[config.mk]
export PLATFORM = sky130hd
export DESIGN_NAME = pm_sched
export DESIGN_NICKNAME = d
export VERILOG_FILES = /design/src/rtl/pm_sched_pkg.sv /design/src/rtl/pm_rr_pick.sv /design/src/rtl/pm_sched.sv
export SDC_FILE = /design/constraint.sdc
export NUM_CORES = 1
export LEC_CHECK = 0
export ABC_AREA = 1
export CORE_AREA = 2 2 55 57
export DETAILED_ROUTE_END_ITERATION = 6
export DIE_AREA = 0 0 57 59
export GPL_ROUTABILITY_DRIVEN = 0
export PLACE_DENSITY_LB_ADDON = 0.15
export SYNTH_ARGS = -nofsm -noshare
export SYNTH_HDL_FRONTEND = slang
export SYNTH_SLANG_ARGS = --single-unit
[constraint.sdc]
create_clock -name clk -period 3.2 [get_ports clk]
set_input_delay 0.32 -clock clk [delete_from_list [all_inputs] [get_ports clk]]
set_output_delay 0.32 -clock clk [all_outputs]
set_load 0.01 [all_outputs]
[src/rtl/pm_sched_pkg.sv]
// Shared types and mode encodings for the pm_sched request scheduler.
package pm_sched_pkg;

  typedef enum logic [1:0] {
    IDLE    = 2'b00,
    GRANT   = 2'b01,
    RELEASE = 2'b10
  } state_t;

  localparam logic [1:0] MODE_RR   = 2'b00;  // round-robin
  localparam logic [1:0] MODE_FIX  = 2'b01;  // fixed priority, lowest index wins
  localparam logic [1:0] MODE_SHOT = 2'b10;  // single grant until en drops
  localparam logic [1:0] MODE_OFF  = 2'b11;  // no new grants

endpackage

[src/rtl/pm_rr_pick.sv]
// Combinational rotating-priority picker: first set request at or after
// ptr_i, wrapping from N_CH-1 to 0. ptr_i tied to zero gives fixed priority.
module pm_rr_pick #(
  parameter int unsigned N_CH = 4,
  parameter int unsigned IDW  = $clog2(N_CH)
) (
  input  logic [N_CH-1:0] req_i,
  input  logic [IDW-1:0]  ptr_i,
  output logic [N_CH-1:0] onehot_o,
  output logic [IDW-1:0]  idx_o,
  output logic            valid_o
);

  logic [IDW-1:0] j;

  // Scan channels in rotated order and keep the first requester found.
  always_comb begin
    onehot_o = '0;
    idx_o    = '0;
    valid_o  = 1'b0;
    j        = '0;
    for (int unsigned i = 0; i < N_CH; i++) begin
      j = IDW'((32'(ptr_i) + i) % N_CH);
      if (!valid_o && req_i[j]) begin
        valid_o     = 1'b1;
        onehot_o[j] = 1'b1;
        idx_o       = j;
      end
    end
  end

endmodule

[src/rtl/pm_sched.sv]
// N-channel request scheduler: grant FSM, per-grant hold counter, timeout and
// protocol-error pulses, round-robin / fixed / single-shot arbitration.
module pm_sched #(
  parameter int unsigned N_CH     = 4,
  parameter int unsigned HOLD_MAX = 15,
  parameter int unsigned IDW      = $clog2(N_CH),
  parameter int unsigned CW       = $clog2(HOLD_MAX + 1)
) (
  input  logic            clk,
  input  logic            rst,
  input  logic            en,
  input  logic            lock,
  input  logic [1:0]      mode,
  input  logic [N_CH-1:0] req,
  input  logic            done,
  output logic [N_CH-1:0] grant,
  output logic [IDW-1:0]  grant_id,
  output logic            busy,
  output logic            timeout,
  output logic            err
);

  import pm_sched_pkg::*;

  state_t          state_q;
  logic [N_CH-1:0] grant_q;
  logic [IDW-1:0]  id_q;
  logic            busy_q;
  logic            timeout_q;
  logic            err_q;
  logic [CW-1:0]   cnt_q;
  logic [IDW-1:0]  ptr_q;
  logic            shot_q;
  logic [1:0]      gmode_q;   // mode latched at grant time

  logic [IDW-1:0]  ptr_d;
  logic            shot_d;
  logic [IDW-1:0]  pick_ptr;
  logic [N_CH-1:0] pick_onehot;
  logic [IDW-1:0]  pick_idx;
  logic            pick_valid;
  logic            can_grant;
  logic            req_w;
  logic            cnt_max;
  logic            g_exit;

  // Pointer and shot flag as they stand after this cycle. RELEASE doubles as
  // an arbitration slot, so its decision must already see the advanced
  // pointer and the set shot flag; this keeps the gap between grants at one.
  always_comb begin
    ptr_d = ptr_q;
    if (state_q == RELEASE && gmode_q == MODE_RR) begin
      ptr_d = (id_q == IDW'(N_CH - 1)) ? '0 : id_q + IDW'(1);
    end
    shot_d = en & (shot_q | (state_q == RELEASE && gmode_q == MODE_SHOT));
  end

  // Rotating start point only in round-robin; every other mode scans from 0.
  always_comb begin
    case (mode)
      MODE_RR:             pick_ptr = ptr_d;
      MODE_FIX, MODE_SHOT: pick_ptr = '0;
      default:             pick_ptr = '0;
    endcase
  end

  pm_rr_pick #(
    .N_CH (N_CH),
    .IDW  (IDW)
  ) u_pick (
    .req_i    (req),
    .ptr_i    (pick_ptr),
    .onehot_o (pick_onehot),
    .idx_o    (pick_idx),
    .valid_o  (pick_valid)
  );

  // Grant admission and exit conditions for the FSM.
  always_comb begin
    can_grant = (state_q != GRANT) && en && !lock && (mode != MODE_OFF) &&
                pick_valid && !(mode == MODE_SHOT && shot_d);
    req_w     = |(req & grant_q);
    cnt_max   = (cnt_q == CW'(HOLD_MAX));
    g_exit    = !en || done || !req_w || cnt_max;
  end

  // Grant FSM with counter, pointer, shot flag and registered outputs.
  always_ff @(posedge clk) begin
    if (rst) begin
      state_q   <= IDLE;
      grant_q   <= '0;
      id_q      <= '0;
      busy_q    <= 1'b0;
      timeout_q <= 1'b0;
      err_q     <= 1'b0;
      cnt_q     <= '0;
      ptr_q     <= '0;
      shot_q    <= 1'b0;
      gmode_q   <= MODE_RR;
    end else begin
      ptr_q     <= ptr_d;
      shot_q    <= shot_d;
      timeout_q <= 1'b0;
      err_q     <= 1'b0;
      case (state_q)
        IDLE, RELEASE: begin
          cnt_q <= '0;
          if (can_grant) begin
            state_q <= GRANT;
            grant_q <= pick_onehot;
            id_q    <= pick_idx;
            busy_q  <= 1'b1;
            cnt_q   <= CW'(1);
            gmode_q <= mode;
          end else begin
            state_q <= IDLE;
            grant_q <= '0;
            busy_q  <= 1'b0;
          end
        end
        GRANT: begin
          if (g_exit) begin
            state_q   <= RELEASE;
            grant_q   <= '0;
            busy_q    <= 1'b1;
            cnt_q     <= '0;
            err_q     <= en && !done && !req_w;
            timeout_q <= en && !done && req_w && cnt_max;
          end else begin
            cnt_q <= cnt_q + CW'(1);
          end
        end
        default: begin
          state_q <= IDLE;
          grant_q <= '0;
          busy_q  <= 1'b0;
        end
      endcase
    end
  end

  assign grant    = grant_q;
  assign grant_id = id_q;
  assign busy     = busy_q;
  assign timeout  = timeout_q;
  assign err      = err_q;

endmodule

Fig. 1: run 1, supply network
Drawn at 8 px/um. Pins as bars on the die edge. Tap cells in grey.
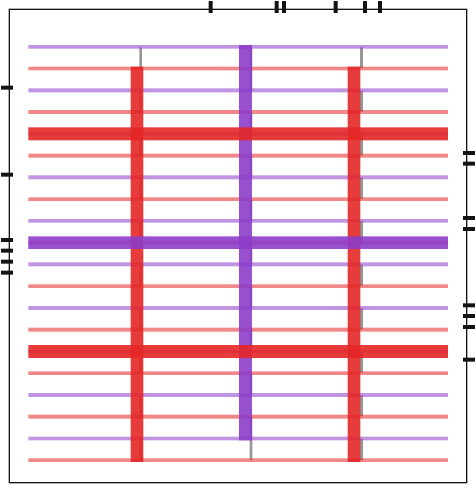
| colour | net |
|---|---|
| red | VSS |
| purple | VDD |
met5 straps: 3
rows: 19
signal pins: 20

Fig. 2: run 1, placement by cell class
Drawn at 8 px/um. Fill, decap, tap and diode cells in grey.
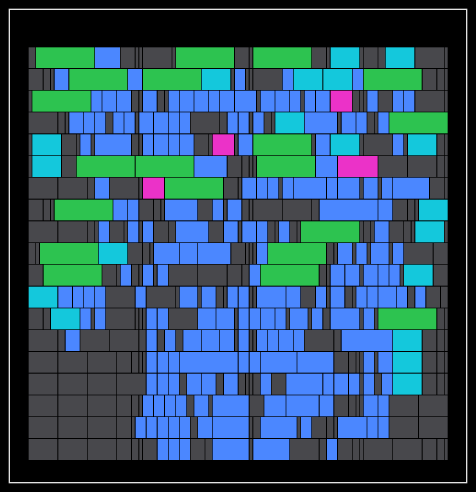
| colour | class | cells | share of their area |
|---|---|---|---|
| blue | all other logic | 191 | 62% |
| cyan | other buffers and delay cells | 19 | 11% |
| magenta | clock drivers and dummy loads | 4 | 2.2% |
| green | flip-flops | 20 | 24% |
final instance area: 1700 um2
flop share of the area: 23.6%
core area: 2710 um2
Final Util: 62.6%
row count: 19

Fig. 3: run 1, clock distribution
Drawn at 6 px/um.
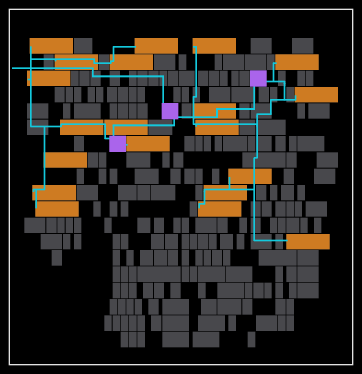
[purple] cells driving clock nets | count: 3
[cyan] clock wires | length: 221 um
[orange] flip-flops | count: 20
routed clock nets: 4

Fig. 4: run 1, metal layers overlaid
Drawn at 8 px/um.
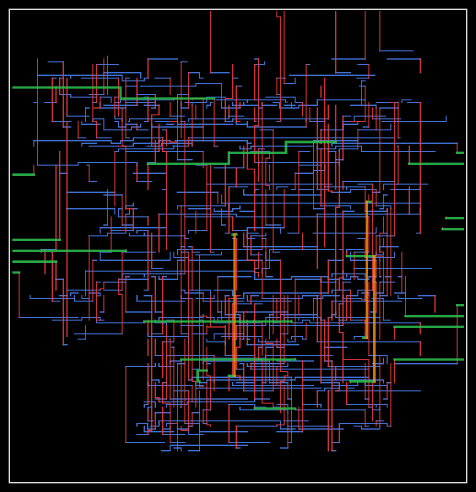
| colour | layer | wire length |
|---|---|---|
| blue | met1 | 1640 um |
| green | met3 | 166 um |
| red | met2 | 1530 um |
| orange | met4 | 50.3 um |
detailed-route wire length per cell: 12.8 um
vias post-DR: 1406
Routed WL: 3390 um
Overall Global Routing Usage: 21.4%

==> flow_summary.ini, run 1 <==
; yosys + openroad results
[power]
p_switching_uw = 149
clkPwrFrac_pct = 27.8
p_comb_uw = 110
leakagePower_uw = 0.000796
power_density_nw_per_um2 = 305
peakVddDrop_mv = 0.378

[floorplanning]
dieArea_um2 = 3360
fp-utilization_pct = 53.0
die_h_um = 59
pin_count = 20

[grt]
gr-max-usage-layer = met2
grt_pass1_wl_um = 5730
grt.met1_usage_pct = 28.2
grt.met2_usage_pct = 35.5
grt_start_max_net_pins = 13

[logic_synthesis]
synth.distinct_cells = 25
top_area_cell = dfxtp_1
ys_chip_area_um2 = 1440
synthAoiAreaFrac_pct = 9.24
adder_share_pct = 8.72
syn_nets = 233
synth_cells = 212
mux_share_pct = 0
synth-async-reset-ratio_pct = 0

[critical_path]
startpoint = grant_id[0]$_SDFFE_PP0P_
r2r_slack_ns = 0.54
setup.worst_path.end_class = register
r2r_end = grant_id[1]$_SDFFE_PP0P_
r2r_cells = 15

[routing]
wl_met2_um = 1530
highest_layer = met4
drt-met1-wl_um = 1640
drc = 0
drt_iter0_markers = 44

[sta]
setup_violations = 0
holdWs_ns = 0.495
grt_setup_unrepaired = false
worst_pin_slew_ns = 0.471
slew_headroom_pct = 68.5

[layout]
nFillCells = 252
syn2layout_area_growth_pct = 18.2

[placed_design]
post-place-ws_ns = 0.390

[run_status]
outcome = complete, no violations

[worst_hold_path]
holdCritStartpoint = grant[2]$_SDFFE_PP0P_
hold_path_class = reg -> reg

[flow_run]
cap_viol_max_count = 0

[cts]
cts_resized = 0
post_cts_buffers = 0
[run 1: cell type report]
class | instances | share of cell area, %
multi-input combinational | 164 | 54.7
sequential | 20 | 23.6
timing repair buffer | 19 | 11.2
inverter | 27 | 6.05
tap | 31 | 2.29
clock buffer | 4 | 2.14
[run 1: worst reg2reg max path, delay by kind of cell, from the launching register on]
| family | cells | cell delay, ns |
|---|---|---|
| simple gates | 10 | 1.25 |
| fa+ha+maj | 2 | 0.58 |
| flops | 1 | 0.43 |
| buf+inv | 3 | 0.32 |
[run 1: per-stage QoR]
stage               total power [uW]  area (um2)  util (%)
global route                     545        1700      62.6
finish                           518        1700      62.6
CTS                              523        1700      62.6
global placement                 375        1660      61.3
detailed placement               378        1660      61.3
floorplan                        339        1440         -
Fig. 5: run 1, routing congestion map
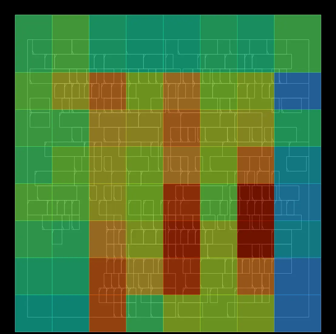

==> run 2: changes to the inputs <==
Settings changed: CORE_AREA 2 2 55 57 to 2 2 58 60, DIE_AREA 0 0 57 59 to 0 0 60 62.
Clock period 3.2 ns to 2.4 ns, I/O delays scaled along.
Fig. 6: run 2, routing congestion map
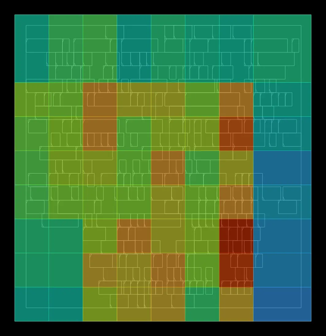
met2 usage: 29.2%
met3 GRT Util: 3.31%
Final Util: 57.3%
Overall Global Routing Usage: 18.4%
detailed-route wire length per cell: 11.0 um

==> flow_summary.ini, run 2 <==
; yosys + openroad results
[critical_path]
r2r_end = gmode_q[1]$_SDFFE_PP0P_
startpoint = grant_id[0]$_SDFFE_PP0P_
r2r_cells = 17
r2r_slack_ns = 0.18

[power]
leakagePower_uw = 0.000858
clkPwrFrac_pct = 34.9
p_switching_uw = 207
peakVddDrop_mv = 0.354
p_comb_uw = 161
fin_total_pwr_uw = 787
power_density_nw_per_um2 = 431

[logic_synthesis]
adder_share_pct = 8.72
syn_nets = 233
mux_share_pct = 0
synth-async-reset-ratio_pct = 0
synth.distinct_cells = 25
ys_chip_area_um2 = 1440
synthAoiAreaFrac_pct = 9.24
synth_cells = 212

[cts]
post_cts_buffers = 0
cts_resized = 0

[placed_design]
placement.cell_area_um2 = 1750
post-place-ws_ns = 0.0338

[sta]
slew_headroom_pct = 73.8
worst_pin_slew_ns = 0.393
grt_setup_unrepaired = true
setup_violations = 0

[routing]
highest_layer = met4
drt-met1-wl_um = 1640
drc = 0
totalWireLength_um = 3210
wl_met2_um = 1420

[grt]
grt.met1_usage_pct = 26.6
gr-max-usage-layer = met2
grt_pass1_wl_um = 5180
grt_start_max_net_pins = 13

[floorplanning]
core-area_um2 = 3180
fp-utilization_pct = 45.1
pin_count = 20

[worst_hold_path]
holdCritStartpoint = cnt_q[1]$_SDFFE_PP0P_

[layout]
syn2layout_area_growth_pct = 27.0

[run_status]
outcome = complete, no violations
Fig. 7: run 2, metal layers overlaid
Drawn at 8 px/um.
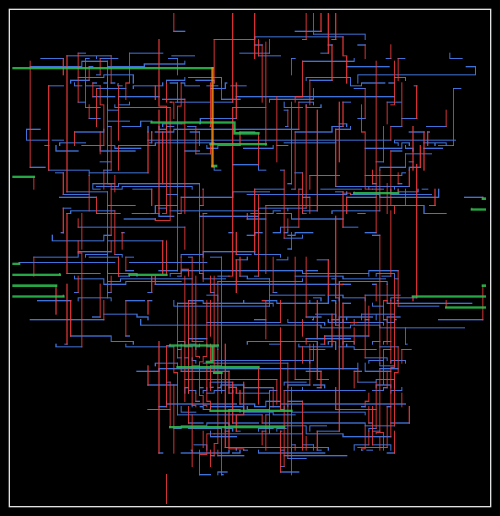
| colour | layer | wire length |
|---|---|---|
| blue | met1 | 1640 um |
| green | met3 | 137 um |
| orange | met4 | 12.2 um |
| red | met2 | 1420 um |

==> run 2: critical path: stages, from the launching register on <==
cell and delay [ns]:
dfxtp_1 0.37, ha_1 0.18, inv_1 0.04, nand2_1 0.06, nand3_1 0.11, nand3_4 0.10
inv_1 0.06, ha_1 0.32, inv_1 0.12, nand2_1 0.10, nand2_4 0.11, nor2_8 0.04
nand2_4 0.07, nor2_4 0.04, nor2_4 0.18, buf_4 0.14, nor2_1 0.03, nor2_1 0.10
==> run 2: layout make-up <==
cell class	count	area, um2
multi-input combinational	164	936
tap	46	57.6
inverter	27	103
fill	305	1360
sequential	20	402
clock buffer	3	22.5
timing repair buffer	30	273
clock inverter	1	30.0
No activity file was given, so power comes from the tool's default toggle rates.
